Figure 1. Sizing map.
The bar under the picture is 50 microns long.
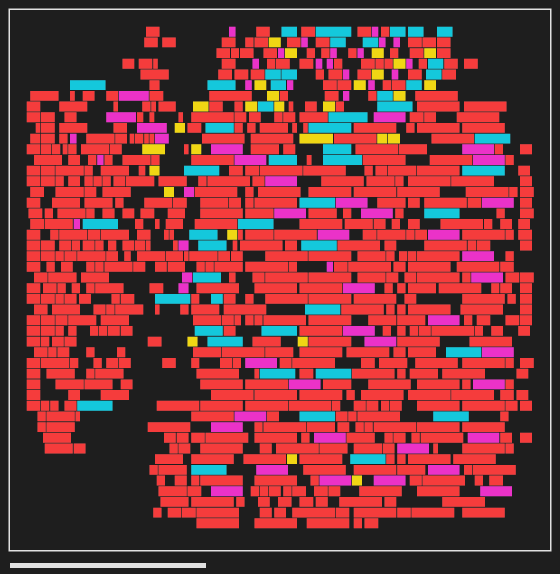
Figure 2. Close-up of the layout.
The bar under the picture is 10 microns long. Region (49, 21) to (89, 61) microns. Cells in grey, sequential cells in the stronger grey; small squares are vias.
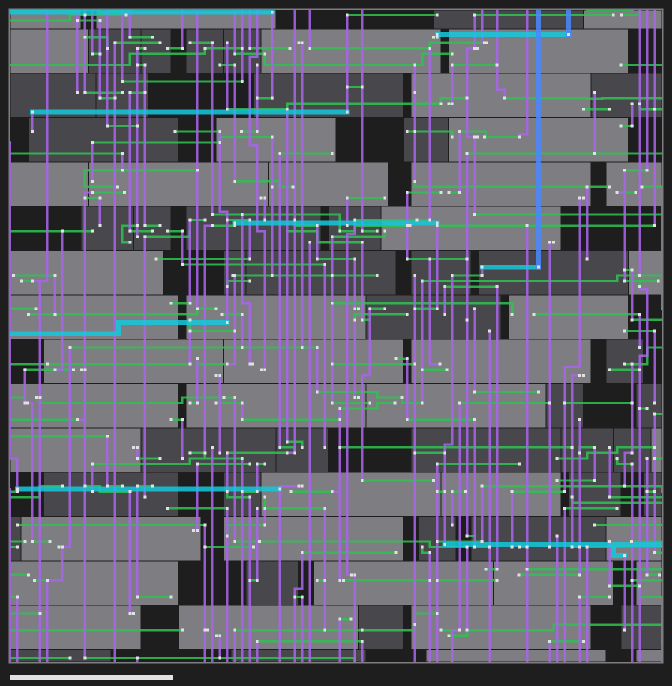
Figure 3. Signal wires on met1.
The bar under the picture is 50 microns long. Supply wires on this layer in grey.
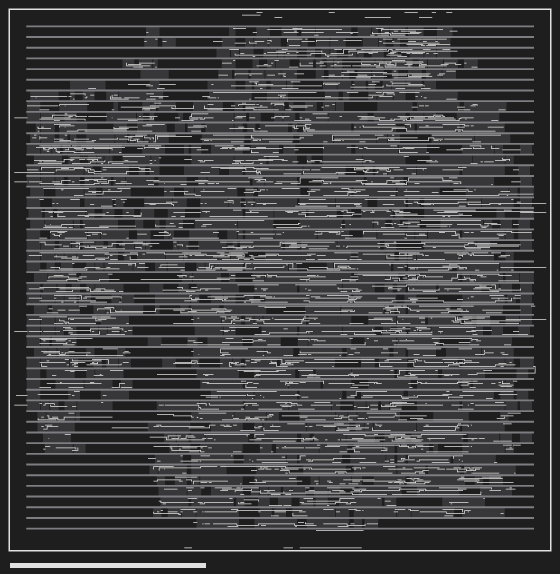
--- config.mk ---
export PLATFORM = sky130hd
export DESIGN_NAME = rvfi_bus_responder_flat
export DESIGN_NICKNAME = d
export VERILOG_FILES = /design/src/rtl/rvfi_bus_responder_if.sv /design/src/rtl/rvfi_bus_responder.sv /design/src/flat_wrapper.sv
export SDC_FILE = /design/constraint.sdc
export NUM_CORES = 1
export LEC_CHECK = 0
export ABC_CLOCK_PERIOD_IN_PS = 2700
export CAP_MARGIN = 40
export CORE_MARGIN = 4
export CORE_UTILIZATION = 50
export CTS_BUF_LIST = sky130_fd_sc_hd__clkbuf_16
export CTS_CLUSTER_SIZE = 40
export DETAILED_ROUTE_END_ITERATION = 12
export PLACE_DENSITY = 0.89
export SLEW_MARGIN = 10
export SYNTH_ARGS = -nofsm -noshare
export SYNTH_HDL_FRONTEND = slang
export SYNTH_SLANG_ARGS = --single-unit
export TNS_END_PERCENT = 20
--- constraint.sdc ---
create_clock -name clock -period 2.7 [get_ports clock]
set_input_delay 0.54 -clock clock [delete_from_list [all_inputs] [get_ports clock]]
set_output_delay 0.54 -clock clock [all_outputs]
set_load 0.01 [all_outputs]
--- src/rtl/rvfi_bus_responder_if.sv ---
// Request/response channel between an RV core memory port and its bus responder model.
interface rvfi_bus_responder_if #(
   parameter int unsigned ADDR_W = 32,
   parameter int unsigned DATA_W = 32
) ();
   logic              req_valid;
   logic              req_ready;
   logic              req_wr;
   logic [ADDR_W-1:0] req_addr;
   logic [1:0]        req_size;
   logic [DATA_W-1:0] req_wdata;
   logic              rsp_valid;
   logic [DATA_W-1:0] rsp_rdata;
   logic [ADDR_W-1:0] rsp_addr;
   logic              rsp_wr;

   modport master (
      output req_valid, req_wr, req_addr, req_size, req_wdata,
      input  req_ready, rsp_valid, rsp_rdata, rsp_addr, rsp_wr
   );

   modport slave (
      input  req_valid, req_wr, req_addr, req_size, req_wdata,
      output req_ready, rsp_valid, rsp_rdata, rsp_addr, rsp_wr
   );
endinterface

--- src/rtl/rvfi_bus_responder.sv ---
// In-order bus responder driven by free random inputs; bounds outstanding requests and flags
// master protocol violations. Define RVFI_BUS_FAIRNESS_EN to force progress after MAX_STALL.
module rvfi_bus_responder #(
   parameter int unsigned ADDR_W    = 32,
   parameter int unsigned DATA_W    = 32,
   parameter int unsigned DEPTH     = 4,
   parameter int unsigned MAX_STALL = 3,
   parameter int unsigned WRITE_RSP = 0
) (
   input  logic                           clock,
   input  logic                           reset,
   rvfi_bus_responder_if.slave            bus,
   input  logic                           rnd_ready_i,
   input  logic                           rnd_rsp_i,
   input  logic [DATA_W-1:0]              rnd_data_i,
   output logic [$clog2(DEPTH+1)-1:0]     outstanding_o,
   output logic [$clog2(MAX_STALL+1)-1:0] req_stall_cnt_o,
   output logic [$clog2(MAX_STALL+1)-1:0] rsp_stall_cnt_o,
   output logic                           proto_err_o
);
   localparam int unsigned PW = $clog2(DEPTH);
   localparam int unsigned CW = $clog2(DEPTH + 1);
   localparam int unsigned SW = $clog2(MAX_STALL + 1);
   localparam logic [SW-1:0] StallMax = SW'(MAX_STALL);
   localparam logic [CW-1:0] CntFull  = CW'(DEPTH);

   logic [ADDR_W:0]   mem_q [DEPTH];
   logic [PW-1:0]     wr_ptr_q, wr_ptr_d;
   logic [PW-1:0]     rd_ptr_q, rd_ptr_d;
   logic [CW-1:0]     cnt_q, cnt_d;
   logic [SW-1:0]     req_stall_q, req_stall_d;
   logic [SW-1:0]     rsp_stall_q, rsp_stall_d;
   logic              perr_q, perr_d;
   logic              stalled_q;
   logic              prev_wr_q;
   logic [ADDR_W-1:0] prev_addr_q;
   logic [1:0]        prev_size_q;
   logic [DATA_W-1:0] prev_wdata_q;

   logic              full, empty, req_gate, rsp_gate;
   logic              accept, push, pop, proto_hit;
   logic [ADDR_W:0]   head;

   assign full  = (cnt_q == CntFull);
   assign empty = (cnt_q == '0);
   assign head  = mem_q[rd_ptr_q];

`ifdef RVFI_BUS_FAIRNESS_EN
   assign req_gate = rnd_ready_i || (req_stall_q == StallMax);
   assign rsp_gate = rnd_rsp_i || (rsp_stall_q == StallMax);
`else
   assign req_gate = rnd_ready_i;
   assign rsp_gate = rnd_rsp_i;
`endif

   assign bus.req_ready = !reset && bus.req_valid && !full && req_gate;
   assign bus.rsp_valid = !reset && !empty && rsp_gate;
   assign bus.rsp_addr  = bus.rsp_valid ? head[ADDR_W-1:0] : '0;
   assign bus.rsp_wr    = bus.rsp_valid && head[ADDR_W];
   assign bus.rsp_rdata = (bus.rsp_valid && !head[ADDR_W]) ? rnd_data_i : '0;

   assign accept = bus.req_valid && bus.req_ready;
   // Posted writes are acknowledged but never answered, so they take no queue slot.
   assign push   = accept && (!bus.req_wr || (WRITE_RSP != 0));
   assign pop    = bus.rsp_valid;

   // A stalled request must hold steady; write data only matters for writes.
   assign proto_hit = stalled_q &&
                      (!bus.req_valid || (bus.req_wr != prev_wr_q) ||
                       (bus.req_addr != prev_addr_q) || (bus.req_size != prev_size_q) ||
                       (prev_wr_q && (bus.req_wdata != prev_wdata_q)));

   always_comb begin
      wr_ptr_d    = push ? wr_ptr_q + PW'(1) : wr_ptr_q;
      rd_ptr_d    = pop ? rd_ptr_q + PW'(1) : rd_ptr_q;
      cnt_d       = cnt_q;
      if (push && !pop) begin
         cnt_d = cnt_q + CW'(1);
      end else if (!push && pop) begin
         cnt_d = cnt_q - CW'(1);
      end
      req_stall_d = '0;
      if (bus.req_valid && !bus.req_ready) begin
         req_stall_d = (req_stall_q == StallMax) ? StallMax : req_stall_q + SW'(1);
      end
      rsp_stall_d = '0;
      if (!empty && !bus.rsp_valid) begin
         rsp_stall_d = (rsp_stall_q == StallMax) ? StallMax : rsp_stall_q + SW'(1);
      end
      perr_d      = perr_q || proto_hit;
   end

   always_ff @(posedge clock) begin
      if (reset) begin
         wr_ptr_q     <= '0;
         rd_ptr_q     <= '0;
         cnt_q        <= '0;
         req_stall_q  <= '0;
         rsp_stall_q  <= '0;
         perr_q       <= 1'b0;
         stalled_q    <= 1'b0;
         prev_wr_q    <= 1'b0;
         prev_addr_q  <= '0;
         prev_size_q  <= '0;
         prev_wdata_q <= '0;
      end else begin
         wr_ptr_q     <= wr_ptr_d;
         rd_ptr_q     <= rd_ptr_d;
         cnt_q        <= cnt_d;
         req_stall_q  <= req_stall_d;
         rsp_stall_q  <= rsp_stall_d;
         perr_q       <= perr_d;
         stalled_q    <= bus.req_valid && !bus.req_ready;
         prev_wr_q    <= bus.req_wr;
         prev_addr_q  <= bus.req_addr;
         prev_size_q  <= bus.req_size;
         prev_wdata_q <= bus.req_wdata;
      end
   end

   always_ff @(posedge clock) begin
      if (push) begin
         mem_q[wr_ptr_q] <= {bus.req_wr, bus.req_addr};
      end
   end

   assign outstanding_o   = cnt_q;
   assign req_stall_cnt_o = req_stall_q;
   assign rsp_stall_cnt_o = rsp_stall_q;
   assign proto_err_o     = perr_q;
endmodule

--- src/flat_wrapper.sv ---
// flat-port wrapper written by rule: the top's interface ports become plain ports
module rvfi_bus_responder_flat 
#(
   parameter int unsigned ADDR_W    = 32,
   parameter int unsigned DATA_W    = 32,
   parameter int unsigned DEPTH     = 4,
   parameter int unsigned MAX_STALL = 3,
   parameter int unsigned WRITE_RSP = 0
)
  (clock, reset, rnd_ready_i, rnd_rsp_i, rnd_data_i, outstanding_o, req_stall_cnt_o, rsp_stall_cnt_o, proto_err_o, bus_req_valid, bus_req_wr, bus_req_addr, bus_req_size, bus_req_wdata, bus_req_ready, bus_rsp_valid, bus_rsp_rdata, bus_rsp_addr, bus_rsp_wr);
  rvfi_bus_responder_if #(.ADDR_W(ADDR_W), .DATA_W(DATA_W)) bus_i ();
  input  logic clock;
  input  logic reset;
  input  logic rnd_ready_i;
  input  logic rnd_rsp_i;
  input  logic [DATA_W-1:0] rnd_data_i;
  output logic [$clog2(DEPTH+1)-1:0] outstanding_o;
  output logic [$clog2(MAX_STALL+1)-1:0] req_stall_cnt_o;
  output logic [$clog2(MAX_STALL+1)-1:0] rsp_stall_cnt_o;
  output logic proto_err_o;
  input wire logic [$bits(bus_i.req_valid)-1:0] bus_req_valid;
  input wire logic [$bits(bus_i.req_wr)-1:0] bus_req_wr;
  input wire logic [$bits(bus_i.req_addr)-1:0] bus_req_addr;
  input wire logic [$bits(bus_i.req_size)-1:0] bus_req_size;
  input wire logic [$bits(bus_i.req_wdata)-1:0] bus_req_wdata;
  output wire logic [$bits(bus_i.req_ready)-1:0] bus_req_ready;
  output wire logic [$bits(bus_i.rsp_valid)-1:0] bus_rsp_valid;
  output wire logic [$bits(bus_i.rsp_rdata)-1:0] bus_rsp_rdata;
  output wire logic [$bits(bus_i.rsp_addr)-1:0] bus_rsp_addr;
  output wire logic [$bits(bus_i.rsp_wr)-1:0] bus_rsp_wr;
  assign bus_i.req_valid = bus_req_valid;
  assign bus_i.req_wr = bus_req_wr;
  assign bus_i.req_addr = bus_req_addr;
  assign bus_i.req_size = bus_req_size;
  assign bus_i.req_wdata = bus_req_wdata;
  assign bus_req_ready = bus_i.req_ready;
  assign bus_rsp_valid = bus_i.rsp_valid;
  assign bus_rsp_rdata = bus_i.rsp_rdata;
  assign bus_rsp_addr = bus_i.rsp_addr;
  assign bus_rsp_wr = bus_i.rsp_wr;
  rvfi_bus_responder #(.ADDR_W(ADDR_W), .DATA_W(DATA_W), .DEPTH(DEPTH), .MAX_STALL(MAX_STALL), .WRITE_RSP(WRITE_RSP)) u_core (.clock(clock), .reset(reset), .bus(bus_i), .rnd_ready_i(rnd_ready_i), .rnd_rsp_i(rnd_rsp_i), .rnd_data_i(rnd_data_i), .outstanding_o(outstanding_o), .req_stall_cnt_o(req_stall_cnt_o), .rsp_stall_cnt_o(rsp_stall_cnt_o), .proto_err_o(proto_err_o));
endmodule
==> results.yml <==
# synthesis and place-and-route metrics
cts:
  cts_resized: 169
  cts.hold.buffers_added: 0
  path_clk_slew_ps: 60
  cts_tree: "yes"
  ctsRootBufferMaster: "clkbuf_16"
  cts_made_buffers: 21
  cts_setup_buffers: 1
  clock_latency_ps: 490
  htree_levels: 1
  cts.sinks: 214
timing:
  worstMarginPinSlew_ps: 777.6
  hold_ws_ps: 286.4
  clock_skew_ps: 6.400
  fin_ws_ps: -6.584
  tns_ps: -6.584
  slew_viol_final: 0
  setup_viol: 1
  layout_worst_path_cycle_share: 1.002
  min_period_ps: 2707
  fmaxAchievable_ghz: 0.3695
setup_path:
  path_depth: 5
  r2r_end: "u_core.outstanding_o[2]"
  path_cells: "mux4_2 > nor2_4 > clkbuf_16 > and2_1 > buf_2"
  critPathRequiredTime_ps: 2160
  crit_end: "bus_rsp_rdata[24]"
  critPathTopFamily: "multiplexers"
  rrSetupSlack_ps: 420
  timing.critical_path.slowest_stage_cell: "mux4_2"
  ff2ff_path_depth: 10
  r2r-start: "u_core.outstanding_o[0]"
  crit_path_end_kind: "output port"
  worstSetupStartpointType: "flip-flop"
  cpPeakStageDelay_ps: 570
synthesis:
  avgSynthCellArea_sq_um: 15.40
  yosysSeqAreaShare: 0.6691
  yosysChipArea_sq_um: 8378
  most_common_cell: "edfxtp_1"
  synth-edff-count: 132
  fp_nets: 654
  yosys-top-cells-count: "edfxtp_1, dfxtp_1, and2_1"
  logic_family: "simple AND/OR/NAND/NOR gates"
  ys_ff: 214
  mux_area_frac: 0.09110
  ff_type: "edfxtp_1"
  ys_cells: 544
  synthAoiAreaFrac: 0.008513
  yosysWarnings: 0
  synth-xor-area-share: 0.07422
  yosysTopAreaCell: "edfxtp_1"
  area_leaders: "edfxtp_1, dfxtp_1, mux4_2, xor2_1, and2_1"
  synth.cell_area_sq_um: 8378
  netlist_instances: 544
  async_reset_ff_frac: 0
status:
  outcome: "complete, but fails checks"
  violations: "negative setup slack"
global_routing:
  grt_pass1_vias: 5379
  grt_max_degree: 76
  use_met1: 0.2520
  antenna_found_initial: 0
  gr-total-overflow: 0
  met3_usage: 0.04419
  grt_first_pass_wirelength_mm: 28.58
  track_usage: 0.1950
  top_usage_layer: "met2"
  use_met2: 0.3370
place:
  gp_congestion: 0.7502
  post-place-ws_ps: -132.4
  port_buffers: 178
  dp.cells: 934
detailed_routing:
  top_layer: "met4"
  first_pass_iters: 4
  wirelength_mm: 18.68
  drcViolationCount: 0
  detail_route.wl_per_cell_microns: 19.16
  vias_per_cell: 5.163
  dr_wl_met2_mm: 9.762
  drt-met1-wl_mm: 7.420
  drt_iter0_drc: 260
  wl_met3_mm: 1.172
  ant_nets: 0
cells_and_area:
  logic_area_sq_um: 2670
  antennaDiodeCount: 0
  dominant_cells: "flip-flops and latches"
  max_flop_register: "u_core.mem_q"
  nClkBuffers: 21
  comb_area_share: 0.2382
  n_all_inverters: 9
  largest_reg_flops: 132
  fin_util: 0.6784
  seq_area_frac: 0.5007
  n_fill_cell: 1094
  drive_gt1_frac: 0.1854
  layout.cells.most_common: "edfxtp_1"
  regArea_sq_um: 5613
  comb_cells: 299
  seq_cells: 214
  final_nets: 851
  lay_top_cells: "edfxtp_1, clkdlybuf4s50_1, dfxtp_1"
  final-clk-cell-share: 0.05904
min_path:
  min_from: "reset"
  hold_class: "in -> reg"
  min_path_cells: 2
power_and_ir_drop:
  p_leak_nw: 4.249
  seq_power_share: 0.507
  p_comb_uw: 722
  power_mw: 7.101
  combPwrFrac: 0.102
  switching_share: 0.2150
  p_switching_mw: 1.527
  p_int_mw: 5.574
  pwr-share-clk: 0.391
  vdd_drop_max_v: 0.0004109
  powerDensity_nw_per_um2: 633.4
  power.largest_group: "registers"
  seq_power_mw: 3.60
die:
  die_h_microns: 137.4
  die_w_microns: 137.4
  rows: 47
  die_area_sq_um: 18890
  fp-utilization: 0.5070
job:
  tool_warnings: 31
  maxCapViolations: 0
-- Figure 1 (at the start) --
| size | colour | cells | share |
|---|---|---|---|
| drive 1 or less | red | 615 | 81% |
| drive 2 | magenta | 63 | 8.3% |
| drive 6 and up | cyan | 49 | 6.5% |
| drive 3 to 4 | yellow | 28 | 3.7% |

-- Figure 2 (at the start) --
| layer | colour |
|---|---|
| met1 | green |
| met4 | blue |
| met2 | purple |
| met3 | cyan |
sequential cells in the window: 32
most frequent: edfxtp_1 (25), dfxtp_1 (7)
cells with their middle in the window: 65
netlist names of flops here include: u_core.mem_q (25), u_core.prev_addr_q (7)

-- Figure 3 (at the start) --
longest straight run: 41.9 microns
main direction: horizontal

Power and IR drop assume default switching activity.
